==> src/rtl/tmr0_wdt_prescaler.sv <==
// Timer-0 clock-source selection, shared TMR0/WDT prescaler and watchdog timer.
// Define TMR0_WDT_EN to build the watchdog base counter and the WDT side of the prescaler.
module tmr0_wdt_prescaler #(
  parameter int WDT_BASE_W = 8
) (
  input  logic       clk,
  input  logic       rst_n,
  input  logic       option_wr,
  input  logic [5:0] option_in,
  input  logic       tmr0_wr,
  input  logic       clrwdt,
  input  logic       sleep,
  input  logic       t0cki,
  output logic       tmr0_inc,
  output logic       wdtmr,
  output logic [5:0] option_q
);

  logic       t0cs;
  logic       t0se;
  logic       psa;
  logic [2:0] ps;
  assign {t0cs, t0se, psa, ps} = option_q;

  logic       s1, s2, s3;
  logic       pin_edge;
  logic       src;
  logic [7:0] cnt, cnt_d;
  logic [7:0] m_t;
  logic       tmr0_inc_d;
  logic       wdtmr_d;

  // Edge polarity and source use the OPTION value in force this cycle, so an
  // OPTION write only changes counting from the following cycle.
  assign pin_edge = t0se ? (~s2 & s3) : (s2 & ~s3);
  assign src      = t0cs ? pin_edge : 1'b1;

  // TMR0 terminal mask (2<<PS)-1 : 1:2 .. 1:256.
  assign m_t = 8'hFF >> (3'd7 - ps);

`ifdef TMR0_WDT_EN
  logic                  wdt_clr;
  logic                  wtick;
  logic [WDT_BASE_W-1:0] base;
  logic [7:0]            m_w;

  assign wdt_clr = clrwdt | sleep;
  // A base overflow coinciding with CLRWDT/SLEEP never becomes a tick.
  assign wtick   = (&base) & ~wdt_clr;
  // WDT terminal mask (1<<PS)-1 : 1:1 .. 1:128.
  assign m_w     = 8'h7F >> (3'd7 - ps);

  always_ff @(posedge clk) begin
    if (!rst_n) begin
      base <= '0;
    end else if (wdt_clr) begin
      base <= '0;
    end else begin
      base <= base + 1'b1;
    end
  end
`else
  logic unused_wdt_inputs;
  assign unused_wdt_inputs = ^{clrwdt, sleep};
  localparam int unused_base_w = WDT_BASE_W;
`endif

  // NOTE: every variable assigned here gets a default first, so no path
  // through the block leaves a value held and no latch is inferred.
  always_comb begin
    cnt_d      = cnt;
    tmr0_inc_d = 1'b0;
    wdtmr_d    = 1'b0;

    if (!psa) begin
      // Prescaler owned by TMR0.
      if (src) begin
        if ((cnt & m_t) == m_t) begin
          tmr0_inc_d = 1'b1;
          cnt_d      = '0;
        end else begin
          cnt_d = cnt + 8'd1;
        end
      end
      if (tmr0_wr) begin
        tmr0_inc_d = 1'b0;
        cnt_d      = '0;
      end
    end else begin
      tmr0_inc_d = src;
    end

`ifdef TMR0_WDT_EN
    if (psa) begin
      // Prescaler owned by the watchdog.
      if (wtick) begin
        if ((cnt & m_w) == m_w) begin
          wdtmr_d = 1'b1;
          cnt_d   = '0;
        end else begin
          cnt_d = cnt + 8'd1;
        end
      end
      if (wdt_clr) begin
        cnt_d = '0;
      end
    end else begin
      wdtmr_d = wtick;
    end
`endif

    if (option_wr) begin
      cnt_d = '0;
    end
  end

  // NOTE: state is updated with non-blocking assignments so every flop samples
  // pre-edge values; the reset branch sits inside the clocked block, making it
  // synchronous.
  always_ff @(posedge clk) begin
    if (!rst_n) begin
      s1       <= 1'b0;
      s2       <= 1'b0;
      s3       <= 1'b0;
      option_q <= 6'h3F;
      cnt      <= '0;
      tmr0_inc <= 1'b0;
      wdtmr    <= 1'b0;
    end else begin
      s1       <= t0cki;
      s2       <= s1;
      s3       <= s2;
      cnt      <= cnt_d;
      tmr0_inc <= tmr0_inc_d;
      wdtmr    <= wdtmr_d;
      if (option_wr) begin
        option_q <= option_in;
      end
    end
  end

endmodule

==> config.mk <==
export PLATFORM = sky130hd
export DESIGN_NAME = tmr0_wdt_prescaler
export DESIGN_NICKNAME = d
export VERILOG_FILES = /design/src/rtl/tmr0_wdt_prescaler.sv
export SDC_FILE = /design/constraint.sdc
export NUM_CORES = 1
export LEC_CHECK = 0
export ABC_CLOCK_PERIOD_IN_PS = 2100
export CAP_MARGIN = 30
export CORE_ASPECT_RATIO = 1.1
export CORE_MARGIN = 2
export CORE_UTILIZATION = 47
export DETAILED_ROUTE_END_ITERATION = 16
export GPL_TIMING_DRIVEN = 0
export HOLD_SLACK_MARGIN = 0.05
export PLACE_DENSITY = 0.76
export SYNTH_ARGS = -nofsm -noshare
export SYNTH_HDL_FRONTEND = slang
export SYNTH_SLANG_ARGS = --single-unit
export TNS_END_PERCENT = 20
==> constraint.sdc <==
create_clock -name clk -period 2.1 [get_ports clk]
set_input_delay 0.42 -clock clk [delete_from_list [all_inputs] [get_ports clk]]
set_output_delay 0.42 -clock clk [all_outputs]
set_load 0.02 [all_outputs]
==> metrics.log <==
[flow] summary of implementation run
[metrics] cell area reported after detailed placement: 1060 um^2
[metrics] required time reported for the critical path endpoint: 1.68 ns
[metrics] standby leakage power: 0.406 nW
[metrics] status: finished clean
[metrics] first-iteration detailed-routing DRC count: 25
[metrics] signal arrival time at the worst endpoint: 1.34 ns
[metrics] Top-Level Pins: 21
[metrics] number of cells produced by synthesis: 93
[metrics] EDFF count, synth: 0
[metrics] GR Overflow Total: 0
[metrics] synthesis-to-layout area growth: 24.9%
[metrics] net count entering floorplan: 107
[metrics] maximum clock frequency: 567 MHz
[metrics] number of vias after detailed routing: 757
[metrics] power density over the cells: 601 nW/um^2
[metrics] setup TNS after final layout: 0 ns
[metrics] final slew viol count: 0
[metrics] series of cell instances along the critical path: clkdlybuf4s50_1
[metrics] post-synthesis sequential area ratio: 41.0%
[metrics] Initial Util: 49.9%
[metrics] routability-driven placement congestion ratio: 0.777
[metrics] Synth Cell Area: 878 um^2
[metrics] endpoints failing hold: 0
[metrics] minimum period implied by the final worst setup slack: 1.76 ns
[metrics] Top delay family on crit path: buffers and inverters
[metrics] stage-log warning count: 28
[metrics] clk sink count: 18
[metrics] remaining design rule violation count: 0
[metrics] count of different cell masters after synthesis: 31
[metrics] launching element type of the critical path: register
[metrics] ratio of routed vias to standard cells: 5.78
[metrics] number of gates resized after CTS: 0
[metrics] count of buffers from port buffering: 16
[metrics] clock-pin slew reported for the worst setup and hold paths after clock tree synthesis: 0.11 ns
[metrics] synthesized area per cell: 9.44 um^2
[metrics] Die Span Y: 49.3 um
[metrics] Die X: 45.2 um
[metrics] CTS Buffer Depth: 2
[metrics] Detail Route Antenna Nets: 0
[metrics] CTS Buf Count: 3
[metrics] slowest stage cell, crit path: clkdlybuf4s50_1
[metrics] tightest slew margin relative to the limit: 66.3%
[metrics] number of cells in Yosys stat: 93
[metrics] # H-tree levels: 1
[metrics] class of the tightest hold or removal check: reg2reg
[metrics] Total Routed Length: 1870 um
[metrics] kind of end point of the critical path: output pin
[metrics] Yosys warnings: 0
[metrics] Setup Fix Bufs, Post-CTS: 0
[metrics] largest stage delay on the critical path: 0.63 ns
[metrics] Async S/R FF share, synth: 0%
[metrics] antenna violations before repair: 0
[metrics] CTS root buffer: clkbuf_4
[metrics] final cycle utilization of the critical path: 84.0%
[metrics] sum of buffers and inverters on the critical path: 1
[metrics] wire length of the first global-routing pass: 3380 um
[metrics] final tally of setup violations: 0
[metrics] RSZ-0062 raised after global routing: no
[metrics] number of buffers inserted by hold repair at cts: 0
[metrics] TritonCTS clock tree: yes
[metrics] post-DR wirelength/cell: 14.3 um
[metrics] maximum capacitance violations: 0
[metrics] transition time at the pin with the least slew margin: 0.504 ns
[metrics] antenna diode instance count: 0
[metrics] Dominant flop cell: dfxtp_1
[metrics] fraction of layout cells with a size suffix above 1: 15.0%
[metrics] number of global-route vias before repair: 778
[metrics] design area: 1100 um^2
[metrics] Die Outline Area: 2230 um^2
[metrics] peak ir drop on the vdd network: 0.000467 V
[metrics] area of the synthesized netlist per yosys stat: 878 um^2
[metrics] final HPWL from detailed placement: 1370 um
[metrics] post-layout net count: 128
[metrics] Worst Path Max Fanout: 4
[metrics] largest net degree at the start of global routing: 11
[metrics] Worst Setup Path Type: reg2out
[metrics] iteration count of the initial detailed-routing pass: 4
[metrics] Seq cells post-synth: 18
[metrics] Row Count: 16
[metrics] core outline area: 1760 um^2
==> per-layer routing <==
layer	up-vias	track usage [%]	part of all wire, %
met3	4	5.19	4.0
met5	-	0	0
li1	376	-	-
met4	0	8.33	1.1
met2	15	32.9	50
met1	362	25.5	45
==> power breakdown <==
| part | internal [mW] | switching, mW | leakage (nW) |
|---|---|---|---|
| registers | 0.352 | 0.00830 | 0.147 |
| logic | 0.0438 | 0.0398 | 0.238 |
| clock network | 0.106 | 0.110 | 0.0210 |
==> Yosys cell counts, types with 2 or more instances <==
cell type | number | area, um^2
dfxtp_1 | 18 | 360
nand2_1 | 15 | 56.3
mux2i_1 | 6 | 60.1
nor2_1 | 5 | 18.8
o2111ai_1 | 5 | 43.8
and2_1 | 4 | 25.0
nand3_1 | 4 | 20.0
or2_2 | 4 | 25.0
inv_1 | 3 | 11.3
o211ai_1 | 3 | 22.5
o311ai_2 | 3 | 48.8
a32o_1 | 2 | 20.0
clkbuf_1 | 2 | 7.51
o21ai_0 | 2 | 10.0
==> registers in the layout, indices dropped and copies added (netlist names) <==
signal and flops:
tmr0_inc 1, s3 1, s1 1, option_q 6, cnt 8, s2 1
==> cell type report <==
class	count	area, um^2
tap	18	22.5
timing repair buffer	16	160
inverter	3	11.3
multi-input combinational	69	492
buffer	3	15.0
clock buffer	4	36.3
fill	162	664
sequential	18	360
==> stage by stage <==
step	total power [mW]	hold WS, ns	setup WS [ns]	cells	util [%]
2_1_floorplan	0.411	0.412	0.462	93	-
3_3_place_gp	0.450	0.422	0.209	127	60.2
3_5_place_dp	0.452	0.428	0.188	127	60.2
4_1_cts	0.665	0.456	0.333	131	62.3
5_1_grt	0.696	0.494	0.263	131	62.3
6_report	0.660	0.453	0.337	131	62.3
==> layout by cell type (no fill, tap or decap), types with 4 or more instances in the layout <==
cell type	Yosys	layout
nor2_1	5	5
o2111ai_1	5	5
and2_1	4	4
clkdlybuf4s50_1	0	16
mux2i_1	6	6
nand3_1	4	4
or2_2	4	4
dfxtp_1	18	18
nand2_1	15	15
==> final timing paths <==
path	from	end	slack, ns	cells after the start
hold / removal	s1	s2	0.45	1
setup reg to reg	option_q[4]	cnt[4]	0.40	5
setup / recovery	option_q[5]	option_q[5]	0.34	1
hold reg to reg	s1	s2	0.45	1
==> kinds of logic after synthesis <==
| group | Yosys count | share of synthesized area, % |
|---|---|---|
| and+or+nand+nor | 38 | 21.4 |
| other | 1 | 0.427 |
| xor gates and xnor gates | 1 | 0.997 |
| DFF | 18 | 41.0 |
| AOI/OAI and AO/OA | 22 | 24.9 |
| muxes | 6 | 6.84 |
| adders and majority gates | 1 | 1.42 |
| buffers and inverters | 6 | 2.99 |
==> images/registers.png <==
Bar = 10 um. Other sequential cells in the stronger gray, the rest of the logic in the fainter gray.
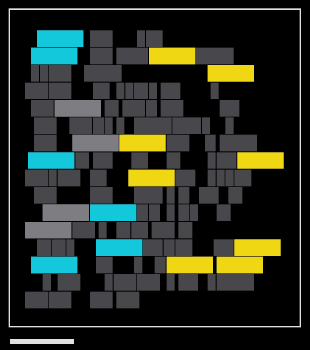
[cnt] yellow | flops: 8
[option_q] cyan | flops: 6
not colored: 4

==> images/gate_families.png <==
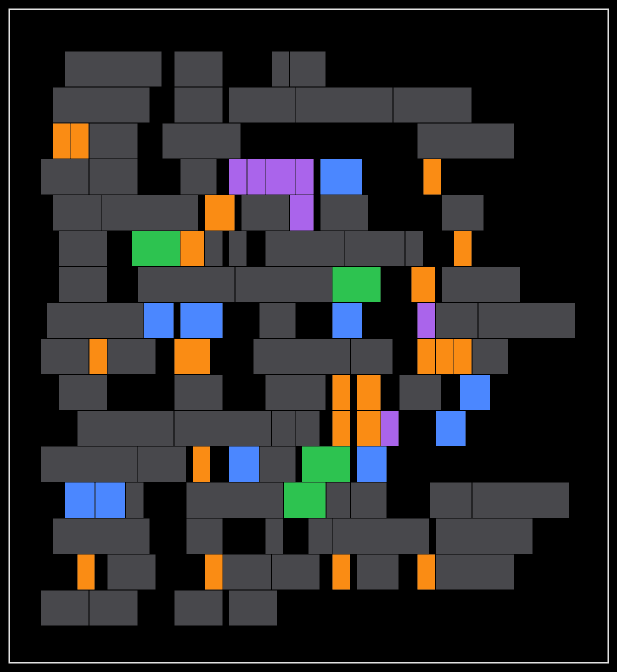
[NAND gates] orange | cells: 21 | most used: nand2_1
[NOR gates] purple | cells: 7 | most used: nor2_1 | where: top center
[AND-OR and OR-AND gates] green | cells: 4 | most used: a32o_1 | where: center
[AND and OR gates] blue | cells: 10
most numerous logic cell after layout: dfxtp_1
final cell count without fillers: 131

==> images/clock_map.png <==
Bar = 10 um.
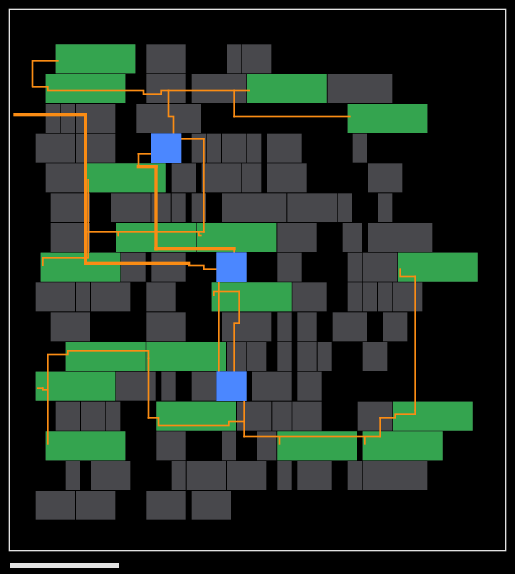
[cells driving clock nets] blue | count: 3
[clock wires] orange | length: 229 um
[flip-flops] green | count: 18
flops lie: spread over the die
routed clock nets: 4
power attributed to the clock group: 0.216 mW
Clock Power Share: 32.7%
clock network latency to the later pin of the worst-skew pair: 0.29 ns
Clock Skew: 0.00336 ns

==> images/cell_classes.png <==
Bar = 10 um.
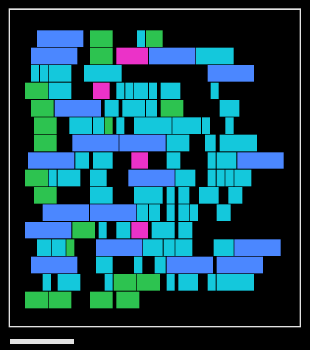
[clock drivers and dummy loads] magenta | cells: 4 | share of their area: 3.4%
[all other logic] cyan | cells: 72 | share of their area: 47%
[flip-flops] blue | cells: 18 | share of their area: 34%
[other buffers and delay cells] green | cells: 19 | share of their area: 16%

==> images/final_congestion.png <==
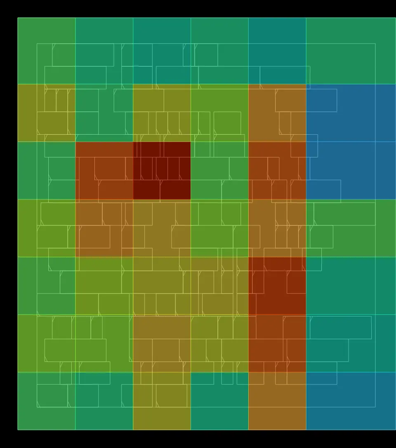
busiest metal layer after global routing: met2
All-Layer GR Usage: 20.5%
global routing met2 resource utilization: 32.9%

Power is estimated from default activity; no workload was simulated.
